==> src/rtl/font16_line_reader.sv <==
// Font ROM scanline reader: fetches one glyph row per character from a
// synchronous 256x8 ROM and serialises the line as a 1-bit valid/ready stream.
module font16_line_reader #(
  parameter int NUM_CHARS   = 4,
  parameter int ROM_LATENCY = 1
) (
  input  logic                   clk,
  input  logic                   reset_n,
  input  logic                   start,
  input  logic                   abort,
  input  logic [3:0]             row,
  input  logic [4*NUM_CHARS-1:0] glyphs,
  output logic                   busy,
  output logic                   done,
  output logic [7:0]             rom_ad,
  output logic                   rom_ce,
  output logic                   rom_oce,
  output logic                   rom_reset,
  input  logic [7:0]             rom_dout,
  output logic                   pix_valid,
  input  logic                   pix_ready,
  output logic                   pix_data,
  output logic                   pix_last
);

  typedef enum logic [1:0] {S_IDLE, S_RUN, S_DONE} state_t;

  localparam logic [4:0] LAST_IDX = 5'(NUM_CHARS);

  state_t                 state_q;
  logic                   busy_q, done_q;
  logic [3:0]             row_q;
  logic [4*NUM_CHARS-1:0] glyphs_q;
  logic [4:0]             f_q, e_q;
  logic [ROM_LATENCY-1:0] inflight_q;
  logic [7:0]             buf_q, sh_q;
  logic                   buf_vld_q;
  logic [3:0]             cnt_q;

  logic [3:0] glyph_cur;
  logic       issue, capture, hs, load, last_hs;

  always_comb begin
    glyph_cur = 4'h0;
    for (int i = 0; i < NUM_CHARS; i++) begin
      if (f_q == 5'(i)) glyph_cur = glyphs_q[4*i +: 4];
    end
  end

  // One outstanding read at a time, and only into an empty buffer, so no
  // returning byte can ever find the buffer occupied.
  assign issue   = (state_q == S_RUN) && (f_q < LAST_IDX) && !buf_vld_q && (inflight_q == '0);
  assign capture = inflight_q[ROM_LATENCY-1];
  assign hs      = pix_valid && pix_ready;
  assign load    = buf_vld_q && ((cnt_q == 4'd0) || ((cnt_q == 4'd1) && hs));
  assign last_hs = hs && pix_last;

  assign rom_ce    = issue;
  assign rom_ad    = issue ? {glyph_cur, row_q} : 8'h00;
  assign rom_oce   = 1'b1;
  assign rom_reset = 1'b0;

  assign pix_valid = (cnt_q != 4'd0);
  assign pix_data  = sh_q[7];
  assign pix_last  = pix_valid && (cnt_q == 4'd1) && (e_q == LAST_IDX);
  assign busy      = busy_q;
  assign done      = done_q;

  always_ff @(posedge clk or negedge reset_n) begin
    if (!reset_n) begin
      state_q    <= S_IDLE;
      busy_q     <= 1'b0;
      done_q     <= 1'b0;
      row_q      <= 4'h0;
      glyphs_q   <= '0;
      f_q        <= 5'd0;
      e_q        <= 5'd0;
      inflight_q <= '0;
      buf_q      <= 8'h00;
      buf_vld_q  <= 1'b0;
      sh_q       <= 8'h00;
      cnt_q      <= 4'd0;
    end else if (abort) begin
      state_q    <= S_IDLE;
      busy_q     <= 1'b0;
      done_q     <= 1'b0;
      f_q        <= 5'd0;
      e_q        <= 5'd0;
      inflight_q <= '0;
      buf_vld_q  <= 1'b0;
      sh_q       <= 8'h00;
      cnt_q      <= 4'd0;
    end else begin
      done_q     <= 1'b0;
      inflight_q <= (inflight_q << 1) | ROM_LATENCY'(issue);
      case (state_q)
        S_IDLE: begin
          if (start) begin
            state_q  <= S_RUN;
            busy_q   <= 1'b1;
            row_q    <= row;
            glyphs_q <= glyphs;
            f_q      <= 5'd0;
            e_q      <= 5'd0;
          end
        end
        S_RUN: begin
          if (issue) f_q <= f_q + 5'd1;
          if (hs) begin
            sh_q  <= sh_q << 1;
            cnt_q <= cnt_q - 4'd1;
          end
          // Reloading on the last-pixel handshake keeps the stream gapless.
          if (load) begin
            sh_q      <= buf_q;
            cnt_q     <= 4'd8;
            e_q       <= e_q + 5'd1;
            buf_vld_q <= 1'b0;
          end
          if (capture) begin
            buf_q     <= rom_dout;
            buf_vld_q <= 1'b1;
          end
          if (last_hs) begin
            state_q <= S_DONE;
            done_q  <= 1'b1;
          end
        end
        S_DONE: begin
          busy_q  <= 1'b0;
          state_q <= S_IDLE;
        end
        default: state_q <= S_IDLE;
      endcase
    end
  end

endmodule

==> config.mk <==
export PLATFORM = sky130hd
export DESIGN_NAME = font16_line_reader
export DESIGN_NICKNAME = d
export VERILOG_FILES = /design/src/rtl/font16_line_reader.sv
export SDC_FILE = /design/constraint.sdc
export NUM_CORES = 1
export LEC_CHECK = 0
export CORE_MARGIN = 1
export CORE_UTILIZATION = 40
export DETAILED_ROUTE_END_ITERATION = 6
export PLACE_DENSITY = 0.66
export SYNTH_ARGS = -nofsm -noshare
export SYNTH_HDL_FRONTEND = slang
export SYNTH_SLANG_ARGS = --single-unit
==> constraint.sdc <==
create_clock -name clk -period 2 [get_ports clk]
set_input_delay 0.2 -clock clk [delete_from_list [all_inputs] [get_ports clk]]
set_output_delay 0.2 -clock clk [all_outputs]
set_load 0.02 [all_outputs]
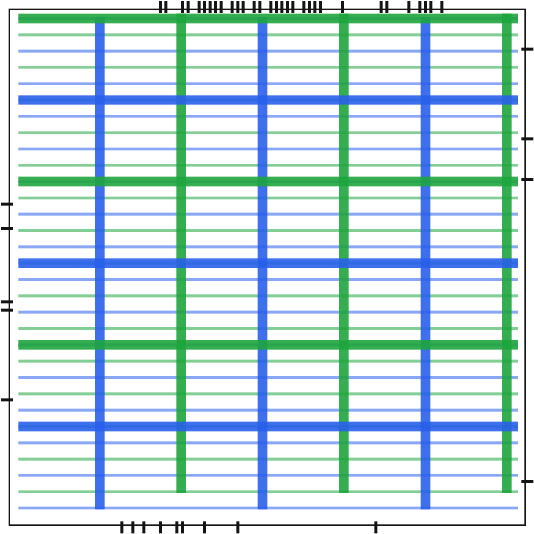
**Above:** supply network.
(6 px per um) Pins as bars on the die edge.
| color | net |
|---|---|
| blue | VSS |
| green | VDD |
met4 straps: 6
met5 straps: 6
signal pins: 49
rows: 30

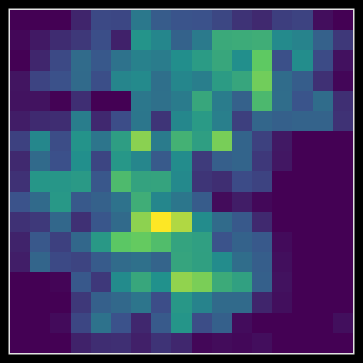
**Above:** routed metal per tile.
(4 px per um) 17 x 17 tiles, from dark purple (low) to yellow (high), scaled to the fullest tile. Values are wire area over tile area, all layers added.
nearly empty tiles: 21%
tiles over half the peak: 16%
densest ninth of the die: center
fullest tile: 0.49
emptiest ninth of the die: lower right

==> run summary <==
Implementation results.

From the final report, the count of setup violators was given as 1. The highest clock frequency the design can meet is 495.5 MHz. The floorplan step defined a core boundary enclosing a little under 0.007 mm^2.

The critical path maximum fanout is 3. The script extracted a net switching power of about 1000 uW. The share of synthesized area occupied by flip-flops and latches is 0.4998.

Setup repair after global routing could not meet its margin everywhere. The pre-antenna-repair detailed-routing pass consisted of 4 iterations. The power report attributes to the sequential group a share of 0.448.

The number of antenna violations at the first check in global routing came to 0. The clock sink count is ~56. The routing usage on met3 is 0.03369. The overall die height is around 86 um. The library cell occupying the most area in the post-synthesis netlist is sky130_fd_sc_hd__dfrtp_1. The power dissipated in the clock network is 627 uW. The smallest setup slack after layout is -0.01834 ns. Checking hold timing, the worst path is listed with class input pin to asynchronous set/reset pin.

The synthesis stat section lists a flop and latch total of about 56. The routed wirelength on the met1 layer is recorded as ~3000 um. In the routed design, unresolved DRC markers number 0. The main kind of combinational logic by area is AND-OR/OR-AND gates. The area fraction of the largest cell type after synthesis is 0.4998.

The number of warnings in the stage logs is 35. The final max-slew violation count recorded for this run is 0. The CTS buffer count is 5. The biggest slice of the total power is consumed by registers. The final wirelength is 6230 um. The final reports fail on negative setup slack. The ratio of total power to cell area is 848.1 mW/mm^2.

Per the skew report, the later register of the worst-skew pair sees a clock latency of 0.31 ns. The area share of fa/ha/maj cells after synthesis is 0.04016. The shortest clock period the worst path allows after layout is slightly above 2 ns. The finished design was reported to have a net count of between 300 and 400.

The number of vias per cell after detailed routing is ~5.1. Summing every instance area after synthesis gives 0.002804 mm^2. The finished layout holds around 420 standard cells, fillers aside. The area overhead of the layout relative to synthesis is 33.47%. Total global-route track usage over all layers is 0.1787. The detailed-routed wire length on met3 is 203 um. Once the clock tree was built, the resizer swapped 37 gates to a different size.

The cell-mix breakdown from Yosys lists the simple-gate area share as 0.1236. The largest registers in the layout are glyphs_q x16, buf_q x8, sh_q x8. Buffers placed on the I/O ports in this run total approximately 46. The half-perimeter wire length after detailed placement is about 4600 um.

On met1, the global router reports a usage of 0.2556. Synthesis handed over a netlist of about 250 instances. The final weighted congestion of routability-driven global placement is about 0.87.

The leading cell type by number of instances after synthesis is sky130_fd_sc_hd__dfrtp_1. After synthesis, the most frequently instantiated cells are 56 x sky130_fd_sc_hd__dfrtp_1, 25 x sky130_fd_sc_hd__mux2_2, 17 x sky130_fd_sc_hd__nand2_1. Yosys mapped a number of flops with a built-in enable equal to 0. The TritonCTS clock tree is done. The data required time reported for the critical path is between 1.5 and 2 ns. The power report attributes to the clock group a share of 0.198. The post-synthesis cell count from yosys is 253. The mux cell area share after synthesis is 0.1147.

The synthesized netlist contains between 40 and 50 unique library cells. The x dimension of the die is ~86 um. The fraction of layout instances using a drive strength above 1 is 0.3282. The global-route layer with the greatest usage is met2. After detailed routing, no signal wire sits above met4. The post-synthesis chip area from yosys is around 0.0028 mm^2.

The flow ran to the end, but the final reports show violations. The maximum VDD drop is about 440 uV. The count of inserted antenna diode cells is 0.

Entering global routing, the biggest net connects 30 pins. Per the post-synthesis stats, the area per cell is 11.08 um^2.
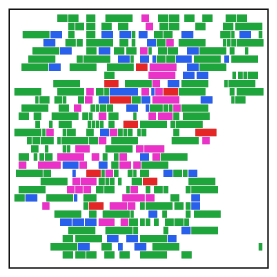
**Above:** sizing map.
(3 px per um)
| color | size | cells | share | most used |
|---|---|---|---|---|
| green | drive 1 or less | 217 | 67% | dfrtp_1 |
| red | drive 6 and up | 9 | 2.8% | clkbuf_8 |
| magenta | drive 3 to 4 | 47 | 15% | buf_4 |
| blue | drive 2 | 50 | 15% | mux2_2 |
post-route standard cell area excluding fillers: 0.003742 mm^2
bufs w/o clock: 78
Worst Slack Setup Final: -0.01834 ns

[cell type report]
type                    count  area, um^2  area share
clock buffers               6       82.58     0.02207
multi-input cells         169        1376      0.3678
repair buffers             78       703.2      0.1879
well taps                  96       120.1     0.03210
inverters                  13       48.80     0.01304
clock inverters             1       8.758    0.002340
flip-flops and latches     56        1403      0.3748
[worst max-delay path: stages, from the launching register on]
cell and delay [ns]:
sky130_fd_sc_hd__dfrtp_1 0.40, sky130_fd_sc_hd__inv_2 0.10, sky130_fd_sc_hd__ha_2 0.18, sky130_fd_sc_hd__or4b_4 0.47
sky130_fd_sc_hd__nor4_4 0.17, sky130_fd_sc_hd__buf_4 0.19
[logic make-up after synthesis]
family,count (synthesis)
compound gates,65
simple gates,64
flops,56
mux,28
buf+inv,28
fa+ha+maj,9
other cells,2
xor+xnor,1
[worst paths after layout]
check / start / end / depth (start not counted)
worst max-delay path: cnt_q[1]$_DFFE_PN0P_ / pix_last / 5
worst min-delay path: reset_n / glyphs_q[9]$_DFFE_PN0P_ / 2
worst max register to register: cnt_q[1]$_DFFE_PN0P_ / cnt_q[1]$_DFFE_PN0P_ / 7
worst min register to register: sh_q[5]$_DFFE_PN0P_ / sh_q[5]$_DFFE_PN0P_ / 1
max in group asynchronous: reset_n / sh_q[7]$_DFFE_PN0P_ / 3
min in group clk: glyphs[11] / glyphs_q[11]$_DFFE_PN0P_ / 3
[stage by stage]
stage	hold WS [ns]	worst slack [ns]	setup TNS (ns)	util
6_report	0.3157	-0.01834	-0.01834	0.5508
5_1_grt	0.3265	-0.1189	-0.2568	0.5508
4_1_cts	0.3002	-0.01248	-0.01516	0.5413
3_5_place_dp	0.1007	-0.2332	-1.028	0.5258
3_3_place_gp	0.09466	-0.1750	-0.7689	0.5258
2_1_floorplan	-0.09559	-0.01825	-0.03650	-
Power is estimated from default activity; no workload was simulated.
